==> run_1/final_congestion.png <==
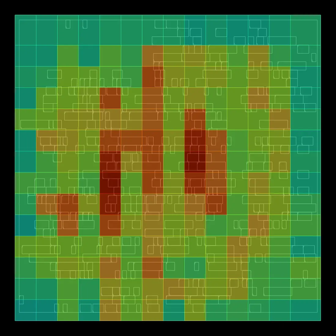
==> run_1/metal_stack.png <==
Bar = 20 microns.
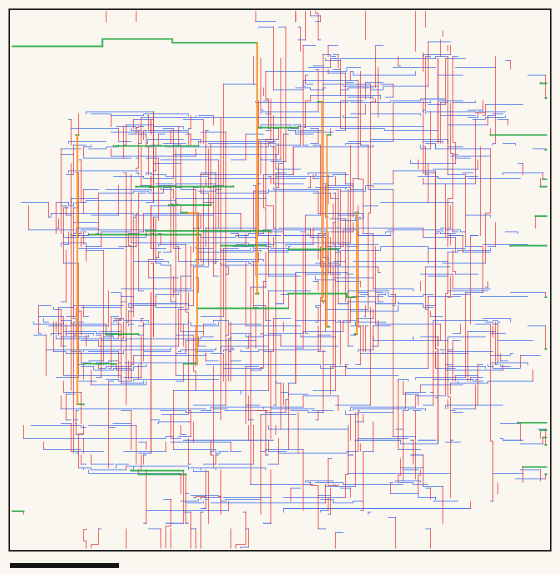
==> run_1/density.png <==
10 x 10 tiles, from dark blue (low) to red (high), 0 to 100% covered.
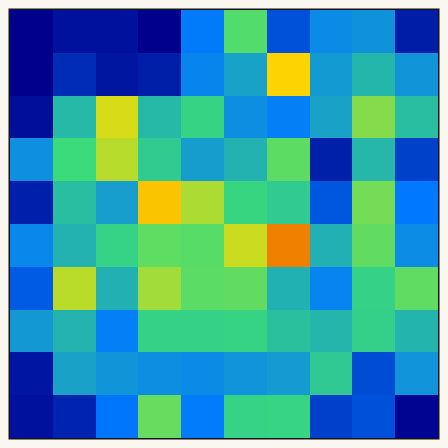
`src/rtl/muldiv_seq_pkg.sv`:
```
// Shared constants for the iterative MUL AB / DIV AB unit.
// SFR addresses, operation codes and FSM state encodings.
package muldiv_seq_pkg;

    localparam logic [7:0] SFR_ACC = 8'hE0;
    localparam logic [7:0] SFR_B   = 8'hF0;

    localparam logic OP_MUL = 1'b0;
    localparam logic OP_DIV = 1'b1;

    localparam logic [2:0] ST_IDLE   = 3'd0;
    localparam logic [2:0] ST_CALC   = 3'd1;
    localparam logic [2:0] ST_WR_ACC = 3'd2;
    localparam logic [2:0] ST_WR_B   = 3'd3;
    localparam logic [2:0] ST_DONE   = 3'd4;

    typedef enum logic [2:0] {
        IDLE   = ST_IDLE,
        CALC   = ST_CALC,
        WR_ACC = ST_WR_ACC,
        WR_B   = ST_WR_B,
        DONE   = ST_DONE
    } state_e;

endpackage

```
`src/rtl/muldiv_step.sv`:
```
// One iteration of shift-add multiply or restoring divide.
// Register layout: [15:8] = high byte / remainder, [7:0] = multiplier / quotient.
module muldiv_step
    import muldiv_seq_pkg::*;
(
    input  logic        op,
    input  logic [15:0] prod_i,
    input  logic [7:0]  opnd_i,
    output logic [15:0] prod_o
);

    logic [8:0] sum;
    logic [8:0] shl;
    logic [9:0] diff;
    logic       no_borrow;

    // Compute both candidate iterations and select by operation
    always_comb begin
        sum       = {1'b0, prod_i[15:8]} + (prod_i[0] ? {1'b0, opnd_i} : 9'd0);
        shl       = {prod_i[15:8], prod_i[7]};
        diff      = {1'b0, shl} - {2'b00, opnd_i};
        // Remainder stays below the divisor, so a valid difference fits in 8 bits
        no_borrow = (diff[9:8] == 2'b00);
        if (op == OP_DIV) begin
            prod_o = {(no_borrow ? diff[7:0] : shl[7:0]), prod_i[6:0], no_borrow};
        end else begin
            prod_o = {sum, prod_i[7:1]};
        end
    end

endmodule

```
`src/rtl/muldiv_seq.sv`:
```
// Iterative 8051 MUL AB / DIV AB unit.
// Computes in 8 cycles, writes ACC then B, then pulses done with OV/CY.
module muldiv_seq
    import muldiv_seq_pkg::*;
(
    input  logic       clock,
    input  logic       reset,
    input  logic       start,
    input  logic       op,
    input  logic [7:0] a_in,
    input  logic [7:0] b_in,
    output logic       busy,
    output logic       done,
    output logic [7:0] sfr_data,
    output logic [7:0] sfr_addr,
    output logic       sfr_wr_en,
    output logic       sfr_wr_bit_en,
    output logic       bit_out,
    output logic       ov_out,
    output logic       cy_out
);

    state_e      state_q, state_d;
    logic        op_q, op_d;
    logic [7:0]  opnd_q, opnd_d;
    logic [15:0] prod_q, prod_d;
    logic [3:0]  cnt_q, cnt_d;
    logic        busy_q, busy_d;
    logic        done_q, done_d;
    logic [7:0]  data_q, data_d;
    logic [7:0]  addr_q, addr_d;
    logic        wr_q, wr_d;
    logic        ov_q, ov_d;
    logic [15:0] step_out;

    muldiv_step u_step (
        .op     (op_q),
        .prod_i (prod_q),
        .opnd_i (opnd_q),
        .prod_o (step_out)
    );

    // Next state plus registered outputs for the state being entered
    always_comb begin
        state_d = state_q;
        op_d    = op_q;
        opnd_d  = opnd_q;
        prod_d  = prod_q;
        cnt_d   = cnt_q;
        done_d  = 1'b0;
        data_d  = 8'h00;
        addr_d  = 8'h00;
        wr_d    = 1'b0;
        ov_d    = ov_q;
        case (state_q)
            IDLE: begin
                if (start) begin
                    op_d   = op;
                    opnd_d = b_in;
                    prod_d = {8'h00, a_in};
                    cnt_d  = 4'd0;
                    if (op == OP_DIV && b_in == 8'h00) begin
                        state_d = DONE;
                        done_d  = 1'b1;
                        ov_d    = 1'b1;
                    end else begin
                        state_d = CALC;
                    end
                end
            end
            CALC: begin
                prod_d = step_out;
                cnt_d  = cnt_q + 4'd1;
                if (cnt_q == 4'd7) begin
                    state_d = WR_ACC;
                    wr_d    = 1'b1;
                    addr_d  = SFR_ACC;
                    data_d  = step_out[7:0];
                end
            end
            WR_ACC: begin
                state_d = WR_B;
                wr_d    = 1'b1;
                addr_d  = SFR_B;
                data_d  = prod_q[15:8];
            end
            WR_B: begin
                state_d = DONE;
                done_d  = 1'b1;
                ov_d    = (op_q == OP_MUL) && (prod_q[15:8] != 8'h00);
            end
            DONE: begin
                state_d = IDLE;
            end
            default: begin
                state_d = IDLE;
            end
        endcase
        busy_d = (state_d != IDLE);
    end

    // State and output registers, cleared asynchronously
    always_ff @(posedge clock or posedge reset) begin
        if (reset) begin
            state_q <= IDLE;
            op_q    <= 1'b0;
            opnd_q  <= 8'h00;
            prod_q  <= 16'h0000;
            cnt_q   <= 4'd0;
            busy_q  <= 1'b0;
            done_q  <= 1'b0;
            data_q  <= 8'h00;
            addr_q  <= 8'h00;
            wr_q    <= 1'b0;
            ov_q    <= 1'b0;
        end else begin
            state_q <= state_d;
            op_q    <= op_d;
            opnd_q  <= opnd_d;
            prod_q  <= prod_d;
            cnt_q   <= cnt_d;
            busy_q  <= busy_d;
            done_q  <= done_d;
            data_q  <= data_d;
            addr_q  <= addr_d;
            wr_q    <= wr_d;
            ov_q    <= ov_d;
        end
    end

    assign busy          = busy_q;
    assign done          = done_q;
    assign sfr_data      = data_q;
    assign sfr_addr      = addr_q;
    assign sfr_wr_en     = wr_q;
    assign sfr_wr_bit_en = 1'b0;
    assign bit_out       = 1'b0;
    assign ov_out        = ov_q;
    assign cy_out        = 1'b0;

endmodule

```
`config.mk`:
```
export PLATFORM = sky130hd
export DESIGN_NAME = muldiv_seq
export DESIGN_NICKNAME = d
export VERILOG_FILES = /design/src/rtl/muldiv_seq_pkg.sv /design/src/rtl/muldiv_step.sv /design/src/rtl/muldiv_seq.sv
export SDC_FILE = /design/constraint.sdc
export NUM_CORES = 1
export LEC_CHECK = 0
export CAP_MARGIN = 25
export CELL_PAD_IN_SITES_DETAIL_PLACEMENT = 0
export CELL_PAD_IN_SITES_GLOBAL_PLACEMENT = 1
export CORE_UTILIZATION = 30
export DETAILED_ROUTE_END_ITERATION = 10
export PLACE_DENSITY_LB_ADDON = 0.1
export SLEW_MARGIN = 15
export SYNTH_ARGS = -nofsm -noshare
export SYNTH_HDL_FRONTEND = slang
export SYNTH_SLANG_ARGS = --single-unit
export TNS_END_PERCENT = 100
```
`constraint.sdc`:
```
create_clock -name clock -period 2.4 [get_ports clock]
set_input_delay 0.48 -clock clock [delete_from_list [all_inputs] [get_ports clock]]
set_output_delay 0.48 -clock clock [all_outputs]
set_load 0.01 [all_outputs]
```
==> results.py, run 1 <==
# Physical implementation metrics
metrics = {
    "status": {
        "status": "completed",
    },
    "pwr": {
        "p_switching_mw": 2.50,
        "p_clk_mw": 0.492,
        "combPwrFrac": 0.674,
        "ir_drop_uv": 819,
        "swShare": 0.448,
    },
    "critical_path": {
        "r2r_cells": 10,
        "cp_slowest_cell": "dfrtp_1",
        "path_depth": 10,
        "worstSetupStartpoint": "prod_q[7]",
        "r2r_slack_ps": 50,
        "cp_data_required_time_ps": 2580,
        "crit_chain": "inv_2 > ha_4 > inv_2 > fa_2 > nand3_2 > a21oi_2 > o31a_1 > or3_4 > a221oi_2 > a22oi_1",
    },
    "finish": {
        "n_antenna_cell": 0,
        "fin_area_sq_um": 3670,
        "sh_comb_area": 0.443,
        "comb_cells": 233,
        "drive_gt1_frac": 0.160,
        "fin_util": 0.398,
        "fill_cells": 950,
        "inv_count": 17,
        "clock_buffer_count": 6,
    },
    "yosys": {
        "top_logic_kind": "AND-OR/OR-AND gates",
        "aoi_share": 0.188,
        "ys_sh_simple": 0.171,
        "ys.flops": 45,
        "top_cells_by_count": "45 x dfrtp_1, 34 x nand2_1, 29 x o21ai_0",
        "most_common_cell": "dfrtp_1",
        "postSynthAreaPerCell_sq_um": 9.18,
        "synth_area_sq_um": 2850,
        "ys_seq_share": 0.395,
        "flop_cell": "dfrtp_1",
        "yosys_cells": 311,
        "ys_async_sr_fraction": 1.00,
        "topCellsByArea": "dfrtp_1 39%, ha_1 7.5%, o21ai_0 5.1%",
        "yosysUniqueCellTypes": 49,
        "ys_warn_count": 0,
    },
    "min_path": {
        "holdCritPathClass": "flop to flop",
        "hold_depth": 1,
        "min_from": "state_q[2]",
        "holdPathEnd": "busy",
    },
    "detailed_routing": {
        "drc": 0,
        "routed_wl_mm": 7.96,
        "dr.max_layer_used": "met4",
        "ant_nets": 0,
        "dr_wl_met2_mm": 3.65,
        "wirelength_met1_mm": 3.83,
    },
    "placed_design": {
        "dp.cells": 487,
    },
    "flow_run": {
        "warnings": 28,
        "drv_cap": 0,
    },
    "floorplan": {
        "nWellTaps": 129,
        "fp-utilization": 0.309,
        "rows": 35,
    },
    "cts": {
        "cts_tree": "built",
        "postCtsSetupBuffers": 0,
        "cts_sinks": 45,
        "clk-insertion-delay-late_ps": 310,
        "postCtsHoldBufs": 0,
        "cts_root_buf": "clkbuf_8",
    },
    "grt": {
        "met3_usage": 0.0239,
        "overflow": 0,
        "grt_max_degree": 25,
    },
    "timing": {
        "fin_crit_sh": 0.980,
        "slew_headroom": 0.477,
        "finalHoldViolations": 0,
        "slew_viol_final": 0,
        "fin_ws_ps": 48.8,
    },
}
Back to the opening pictures, final_congestion.png:
GRT Overall Usage: 0.176
met1 usage in global routing: 0.236
met2 GRT Util: 0.284
Avg WL per Cell: 16.0 microns

Back to the opening pictures, metal_stack.png:
- met2: red (wire length 3650 microns)
- met1: blue (wire length 3830 microns)
- met4: orange (wire length 220 microns)
- met3: green (wire length 262 microns)

Back to the opening pictures, density.png:
- emptiest ninth of the die: north-west
- mean over tiles: 36%
- densest ninth of the die: center

==> run 1 -> run 2 <==
--- a/config.mk
+++ b/config.mk
@@ -10,9 +10,10 @@
 export CELL_PAD_IN_SITES_GLOBAL_PLACEMENT = 1
 export CORE_UTILIZATION = 30
 export DETAILED_ROUTE_END_ITERATION = 10
+export GPL_ROUTABILITY_DRIVEN = 0
 export PLACE_DENSITY_LB_ADDON = 0.1
 export SLEW_MARGIN = 15
 export SYNTH_ARGS = -nofsm -noshare
 export SYNTH_HDL_FRONTEND = slang
 export SYNTH_SLANG_ARGS = --single-unit
-export TNS_END_PERCENT = 100
+export TNS_END_PERCENT = 10
==> run 2 against run 1 <==
Global-route usage unchanged. Combinational power shrank 1%. Clock skew rose by 1.2 ps. Synthesized area unchanged. Critical path depth unchanged. Fmax fell by 0.37%. Final cell count is the same. Clock-buffer cell count stayed put. First-iteration DRC count grew 15%. Highest routed layer unchanged.
==> results.py, run 2 <==
# Physical implementation metrics
metrics = {
    "yosys": {
        "aoi_share": 0.188,
        "yosysUniqueCellTypes": 49,
        "synth_area_sq_um": 2850,
        "ys.flops": 45,
        "ys_warn_count": 0,
        "top_cells_by_count": "45 x dfrtp_1, 34 x nand2_1, 29 x o21ai_0",
        "top_logic_kind": "AND-OR/OR-AND gates",
        "ys_async_sr_fraction": 1.00,
        "synthesis.instances": 311,
        "topCellsByArea": "dfrtp_1 39%, ha_1 7.5%, o21ai_0 5.1%",
        "ys_sh_simple": 0.171,
        "yosys_cells": 311,
        "most_common_cell": "dfrtp_1",
        "top_area_frac": 0.395,
        "flop_cell": "dfrtp_1",
        "yosys.area.top_type": "dfrtp_1",
        "postSynthAreaPerCell_sq_um": 9.18,
        "ys_seq_share": 0.395,
    },
    "detailed_routing": {
        "drt_first_pass_iters": 4,
        "vias_per_cell": 4.87,
        "wire_per_inst_microns": 16.0,
        "drt_iter0_drc": 70,
        "ant_nets": 0,
        "dr_wl_met2_mm": 3.62,
        "routed_wl_mm": 7.96,
        "dr.max_layer_used": "met4",
        "drc": 0,
        "vias": 2423,
        "wirelength_met1_mm": 3.83,
    },
    "floorplan": {
        "nWellTaps": 129,
        "rows": 35,
        "die_y_microns": 99.5,
        "core_area_sq_um": 9240,
        "io-pin-count": 43,
        "chipArea_sq_um": 9910,
        "die_w_microns": 99.5,
        "fp-utilization": 0.309,
    },
    "critical_path": {
        "cp_data_required_time_ps": 2580,
        "path_delay_family": "AND-OR/OR-AND gates",
        "r2r_cells": 10,
        "crit_chain": "inv_2 > ha_4 > inv_2 > fa_2 > nand3_2 > a21oi_2 > o31a_1 > or3_4 > a221oi_2 > a22oi_1",
        "worstPathArrival_ps": 2540,
        "worstSetupStartpoint": "prod_q[7]",
        "path_class": "flop to flop",
        "path_depth": 10,
        "regToRegEndpoint": "prod_q[15]",
        "crit_fanout": 3,
        "cp_slowest_cell": "dfrtp_1",
        "rr_startpoint": "prod_q[7]",
        "r2r_slack_ps": 40,
        "cp_num_buf_inv": 2,
    },
    "cts": {
        "cts_sinks": 45,
        "postCtsHoldBufs": 0,
        "cts_inserted_buffers": 5,
        "clk-insertion-delay-late_ps": 310,
        "clk_pin_slew_ps": 90,
        "cts_tree": "built",
        "cts_root_buf": "clkbuf_8",
        "postCtsSetupBuffers": 0,
        "post_cts_resized": 1,
        "cts_buffer_depth": 2,
    },
    "min_path": {
        "holdPathEnd": "busy",
        "hold_depth": 1,
        "holdCritPathClass": "flop to flop",
        "min_from": "state_q[2]",
    },
    "finish": {
        "drive_gt1_frac": 0.160,
        "fin_util": 0.397,
        "clkCellAreaFrac": 0.0239,
        "largest_register_ffs": 16,
        "fin_area_sq_um": 3670,
        "comb_cells": 233,
        "n_all_buffers": 66,
        "n_antenna_cell": 0,
        "sh_comb_area": 0.444,
        "inv_count": 17,
        "dominant-cell-class": "logic gates",
        "top_register": "prod_q",
        "clock_buffer_count": 6,
        "seq_share": 0.307,
        "fill_cells": 950,
    },
    "grt": {
        "grt_pass1_wl_mm": 13.3,
        "met3_usage": 0.0239,
        "grt_max_degree": 25,
        "met1_usage": 0.236,
        "overflow": 0,
        "busiest_layer": "met2",
        "grtUsageMet2": 0.284,
        "track_usage": 0.176,
    },
    "flow_run": {
        "warnings": 28,
        "drv_cap": 0,
    },
    "timing": {
        "tightest_slew_ps": 800,
        "fin_ws_ps": 40.1,
        "fmax_ghz": 0.424,
        "slew_headroom": 0.467,
        "slew_viol_final": 0,
        "finalSetupViolCount": 0,
        "fin_crit_sh": 0.983,
        "finalHoldViolations": 0,
    },
    "pwr": {
        "combPwrFrac": 0.671,
        "ir_drop_uv": 820,
        "p_switching_mw": 2.49,
        "total_power_mw": 5.54,
        "cellPowerDensity_nw_per_um2": 1510,
        "cellInternalPower_mw": 3.05,
        "p_clk_mw": 0.491,
        "clockPowerShare": 0.089,
        "swShare": 0.449,
    },
    "placed_design": {
        "dp_slack_ps": -11.9,
        "dp.cells": 487,
        "portBuffers": 35,
        "place_area_sq_um": 3490,
    },
    "status": {
        "status": "completed",
    },
}
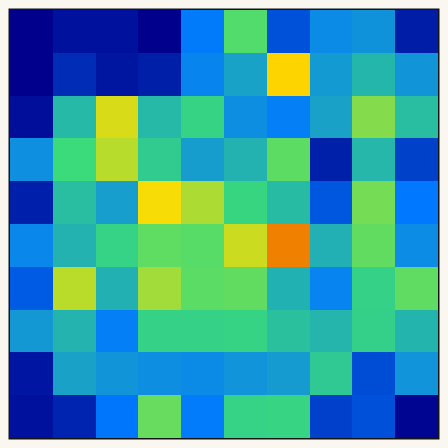
(run_2/density.png)
10 x 10 tiles, from dark blue (low) to red (high), 0 to 100% covered.
- nearly empty tiles: 4.0%
- densest ninth of the die: center
- emptiest ninth of the die: north-west
- fullest tile: 85%

Power and IR drop assume default switching activity.
